## src/rtl/reg_file_2r1w_if.sv

```systemverilog
// Bus bundle for the 2-read/1-write register file: write port, two read ports, flash clear.
// The master drives addresses/data/clear; the slave (register file) returns registered read data.
interface reg_file_2r1w_if #(
  parameter int WIDTH  = 8,
  parameter int ADDR_W = 3
);
  logic              clr;
  logic              wr;
  logic [ADDR_W-1:0] wr_addr;
  logic [WIDTH-1:0]  d_in;
  logic [ADDR_W-1:0] rd_addr_a;
  logic [ADDR_W-1:0] rd_addr_b;
  logic [WIDTH-1:0]  d_out_a;
  logic [WIDTH-1:0]  d_out_b;
  logic              rd_valid_a;
  logic              rd_valid_b;

  modport master (
    output clr, wr, wr_addr, d_in, rd_addr_a, rd_addr_b,
    input  d_out_a, d_out_b, rd_valid_a, rd_valid_b
  );

  modport slave (
    input  clr, wr, wr_addr, d_in, rd_addr_a, rd_addr_b,
    output d_out_a, d_out_b, rd_valid_a, rd_valid_b
  );
endinterface

```

## src/rtl/reg_file_2r1w.sv

```systemverilog
// Parametrised DEPTH x WIDTH register file with one write port and two registered read ports,
// per-register written-since-clear valid bits, optional hard-wired zero register and write bypass.
module reg_file_2r1w #(
  parameter int WIDTH     = 8,
  parameter int DEPTH     = 8,
  parameter int ADDR_W    = 3,
  parameter bit REG0_ZERO = 1'b0,
  parameter bit BYPASS    = 1'b1
) (
  input  logic              clk,
  input  logic              reset,
  reg_file_2r1w_if.slave    bus
);

  localparam int IDX_W = (DEPTH > 1) ? $clog2(DEPTH) : 1;

  logic [WIDTH-1:0]            mem [DEPTH];
  logic [DEPTH-1:0]            vld_mem;
  logic                        wr_en;
  logic [1:0][ADDR_W-1:0]      rd_addr;
  logic [1:0][WIDTH-1:0]       rd_data_p0;
  logic [1:0]                  vld_p0;
  logic [1:0][WIDTH-1:0]       rd_data_p1;
  logic [1:0]                  vld_p1;

  function automatic logic addr_legal(input logic [ADDR_W-1:0] addr);
    return 32'(addr) < DEPTH;
  endfunction

  function automatic logic is_zero_reg(input logic [ADDR_W-1:0] addr);
    return REG0_ZERO && (addr == '0);
  endfunction

  function automatic logic [IDX_W-1:0] to_idx(input logic [ADDR_W-1:0] addr);
    return IDX_W'(addr);
  endfunction

  // Writes to out-of-range addresses or the hard-wired zero register never touch state.
  assign wr_en = bus.wr && addr_legal(bus.wr_addr) && !is_zero_reg(bus.wr_addr);

  assign rd_addr[0] = bus.rd_addr_a;
  assign rd_addr[1] = bus.rd_addr_b;

  // Stage p0: combinational read lookup with optional same-edge write forwarding.
  always_comb begin
    for (int p = 0; p < 2; p++) begin
      rd_data_p0[p] = '0;
      vld_p0[p]     = 1'b0;
      if (addr_legal(rd_addr[p])) begin
        if (is_zero_reg(rd_addr[p])) begin
          vld_p0[p] = 1'b1;
        end else if (BYPASS && wr_en && (bus.wr_addr == rd_addr[p])) begin
          rd_data_p0[p] = bus.d_in;
          vld_p0[p]     = 1'b1;
        end else begin
          rd_data_p0[p] = mem[to_idx(rd_addr[p])];
          vld_p0[p]     = vld_mem[to_idx(rd_addr[p])];
        end
      end
    end
  end

  // Stage p1: storage update and registered read outputs; reset and clr both wipe everything.
  always_ff @(posedge clk) begin
    if (reset || bus.clr) begin
      for (int i = 0; i < DEPTH; i++) begin
        mem[i] <= '0;
      end
      vld_mem    <= '0;
      rd_data_p1 <= '0;
      vld_p1     <= '0;
    end else begin
      if (wr_en) begin
        mem[to_idx(bus.wr_addr)]     <= bus.d_in;
        vld_mem[to_idx(bus.wr_addr)] <= 1'b1;
      end
      rd_data_p1 <= rd_data_p0;
      vld_p1     <= vld_p0;
    end
  end

  assign bus.d_out_a    = rd_data_p1[0];
  assign bus.d_out_b    = rd_data_p1[1];
  assign bus.rd_valid_a = vld_p1[0];
  assign bus.rd_valid_b = vld_p1[1];

endmodule

```

## src/flat_wrapper.sv

```systemverilog
// flat-port wrapper written by rule: the top's interface ports become plain ports
module reg_file_2r1w_flat 
#(
  parameter int WIDTH     = 8,
  parameter int DEPTH     = 8,
  parameter int ADDR_W    = 3,
  parameter bit REG0_ZERO = 1'b0,
  parameter bit BYPASS    = 1'b1
)
  (clk, reset, bus_clr, bus_wr, bus_wr_addr, bus_d_in, bus_rd_addr_a, bus_rd_addr_b, bus_d_out_a, bus_d_out_b, bus_rd_valid_a, bus_rd_valid_b);
  reg_file_2r1w_if #(.WIDTH(WIDTH), .ADDR_W(ADDR_W)) bus_i ();
  input  logic clk;
  input  logic reset;
  input wire logic [$bits(bus_i.clr)-1:0] bus_clr;
  input wire logic [$bits(bus_i.wr)-1:0] bus_wr;
  input wire logic [$bits(bus_i.wr_addr)-1:0] bus_wr_addr;
  input wire logic [$bits(bus_i.d_in)-1:0] bus_d_in;
  input wire logic [$bits(bus_i.rd_addr_a)-1:0] bus_rd_addr_a;
  input wire logic [$bits(bus_i.rd_addr_b)-1:0] bus_rd_addr_b;
  output wire logic [$bits(bus_i.d_out_a)-1:0] bus_d_out_a;
  output wire logic [$bits(bus_i.d_out_b)-1:0] bus_d_out_b;
  output wire logic [$bits(bus_i.rd_valid_a)-1:0] bus_rd_valid_a;
  output wire logic [$bits(bus_i.rd_valid_b)-1:0] bus_rd_valid_b;
  assign bus_i.clr = bus_clr;
  assign bus_i.wr = bus_wr;
  assign bus_i.wr_addr = bus_wr_addr;
  assign bus_i.d_in = bus_d_in;
  assign bus_i.rd_addr_a = bus_rd_addr_a;
  assign bus_i.rd_addr_b = bus_rd_addr_b;
  assign bus_d_out_a = bus_i.d_out_a;
  assign bus_d_out_b = bus_i.d_out_b;
  assign bus_rd_valid_a = bus_i.rd_valid_a;
  assign bus_rd_valid_b = bus_i.rd_valid_b;
  reg_file_2r1w #(.WIDTH(WIDTH), .DEPTH(DEPTH), .ADDR_W(ADDR_W), .REG0_ZERO(REG0_ZERO), .BYPASS(BYPASS)) u_core (.clk(clk), .reset(reset), .bus(bus_i));
endmodule
```

## config.mk

```make
export PLATFORM = sky130hd
export DESIGN_NAME = reg_file_2r1w_flat
export DESIGN_NICKNAME = d
export VERILOG_FILES = /design/src/rtl/reg_file_2r1w_if.sv /design/src/rtl/reg_file_2r1w.sv /design/src/flat_wrapper.sv
export SDC_FILE = /design/constraint.sdc
export NUM_CORES = 1
export LEC_CHECK = 0
export CAP_MARGIN = 10
export CORE_ASPECT_RATIO = 2
export CORE_UTILIZATION = 55
export CTS_CLUSTER_DIAMETER = 30
export DETAILED_ROUTE_END_ITERATION = 10
export PLACE_DENSITY = 0.74
export SKIP_LAST_GASP = 1
export SYNTH_ARGS = -nofsm -noshare
export SYNTH_HDL_FRONTEND = slang
export SYNTH_SLANG_ARGS = --single-unit
```

## constraint.sdc

```tcl
create_clock -name clk -period 2.1 [get_ports clk]
set_input_delay 0.42 -clock clk [delete_from_list [all_inputs] [get_ports clk]]
set_output_delay 0.42 -clock clk [all_outputs]
set_load 0.005 [all_outputs]
```

Fig. 1: signal wires on met1
Scale bar: 20 um. Supply wires on this layer in gray.
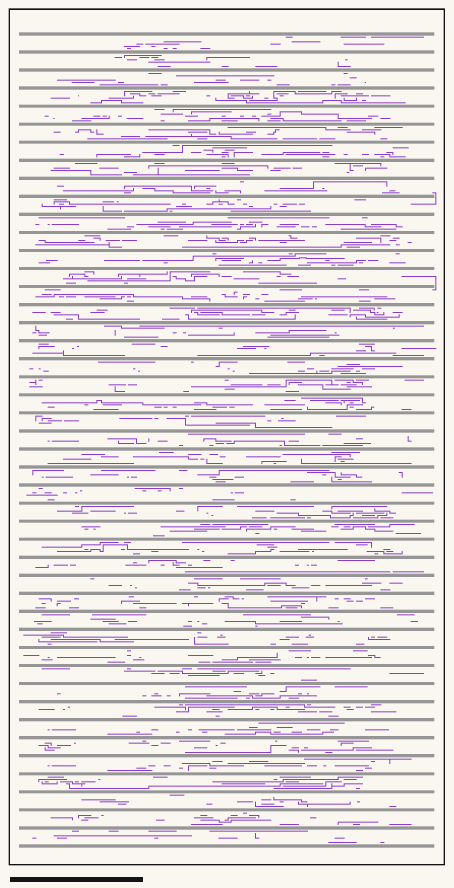
The layer carries 3460 um of wire. 356 nets have wire on it. The longest straight run is 42.8 um. The wires run mostly horizontal.
Via Count: 2726
met1 usage: 29.8%
Routed WL: 9440 um

Fig. 2: metal 2
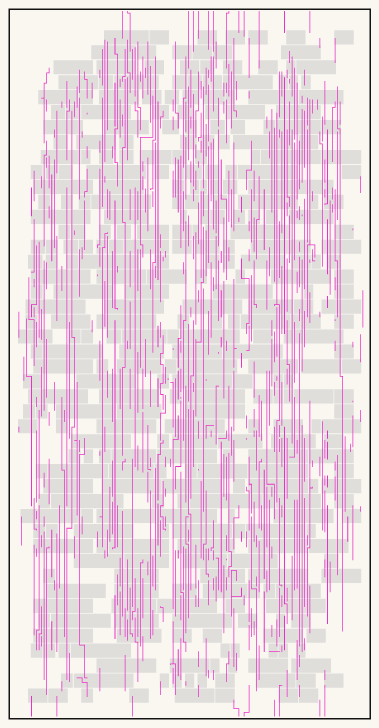
The wires run mostly vertical. The layer carries 5370 um of wire. 332 nets have wire on it. The layer holds 57% of the routed length. The longest straight run is 57.8 um.
met2 usage: 44.2%

==> run_results.csv <==
group,metric,value,unit
drt,drtPass1Iterations,4,
critical_path,worstPathArrival,1.81,ns
synth,simple_gate_area_share,12.8,%
synth,muxShareOfSynthArea,22.4,%
layout,stdcell_count,465,
global_routing,grt_pass1_wl,15000,um
cts,clockBufferDepth,2,
layout,clkbuf_count,10,
sta,setup_viol,0,
layout,area_growth,22.4,%
layout,comb_cells,193,
cts,clock_sinks,90,
min_path,hold-path-endpoint,"u_core.vld_mem[1]$_SDFFE_PP0P_",
cts,post_cts_resized,0,
critical_path,crit_start,"bus_wr_addr[1]",
critical_path,required,2.15,ns
cts,clk_pin_slew,0.06,ns
synth,synth_area_leader_cell,"edfxtp_1",
outcome,outcome,"finished, final reports clean",
layout,final_util,70.6,%
global_routing,gr-usage-met3,5.67,%
synth,numSynthFlops,90,
synth,syn_inst,299,
global_routing,antenna_found_initial,0,
synth,synth_area_per_cell,14.8,um^2
critical_path,rr_endpoint,"u_core.bus.d_out_a[0]$_SDFF_PP0_",
synth,fp_nets,320,
layout,sh_comb_area,34.4,%
floorplanning,rows,45,
sta,worst_pin_slew,0.617,ns
placement,dp.cells,449,
global_routing,track_usage,25.5,%
layout,largest_reg_flops,64,
layout,final_nets,387,
layout,flops,90,
power,p_total,4010,uW
power,powerClk,1530,uW
critical_path,worstSetupEndpoint,"u_core.mem[4][6]$_SDFFCE_PN0P_",
cts,cts_tree,"built",
sta,clock.fmax,568,MHz
drt,avgViaCountPerCell,5.86,
global_routing,grt_pass1_vias,2864,
sta,hold_viol,0,
drt,dr_wl_met3,367,um
drt,dr.max_layer_used,"met4",
power,power_frac_seq,50.6,%
synth,synth.comb.largest_family,"multiplexers",
layout,nFillCells,560,
critical_path,path_delay_family,"simple AND/OR/NAND/NOR gates",
global_routing,top_usage_layer,"met2",
cts,clk_latency,0.34,ns
layout,nNonClkBuffers,72,
power,powerDensity,742,nW/um^2
synth,synthTopCellsByArea,"edfxtp_1 (44%), mux4_2 (18%), dfxtp_1 (12%), and2_1 (9.1%), mux2i_1 (4.1%)",
layout,area_dominant_class,"registers",
layout,design_area,5400,um^2
sta,tns,0,ns
critical_path,crit_cells,5,
min_path,hp-class,"reg2reg",
power,p_sw,863,uW
placement,port_buffers,38,
synth,yosys-stat-cells,299,
layout,clkCellAreaFrac,5.30,%
flow_run,cap_violations,0,
synth,ys_sh_xor,1.19,%
Power is estimated from default activity; no workload was simulated.
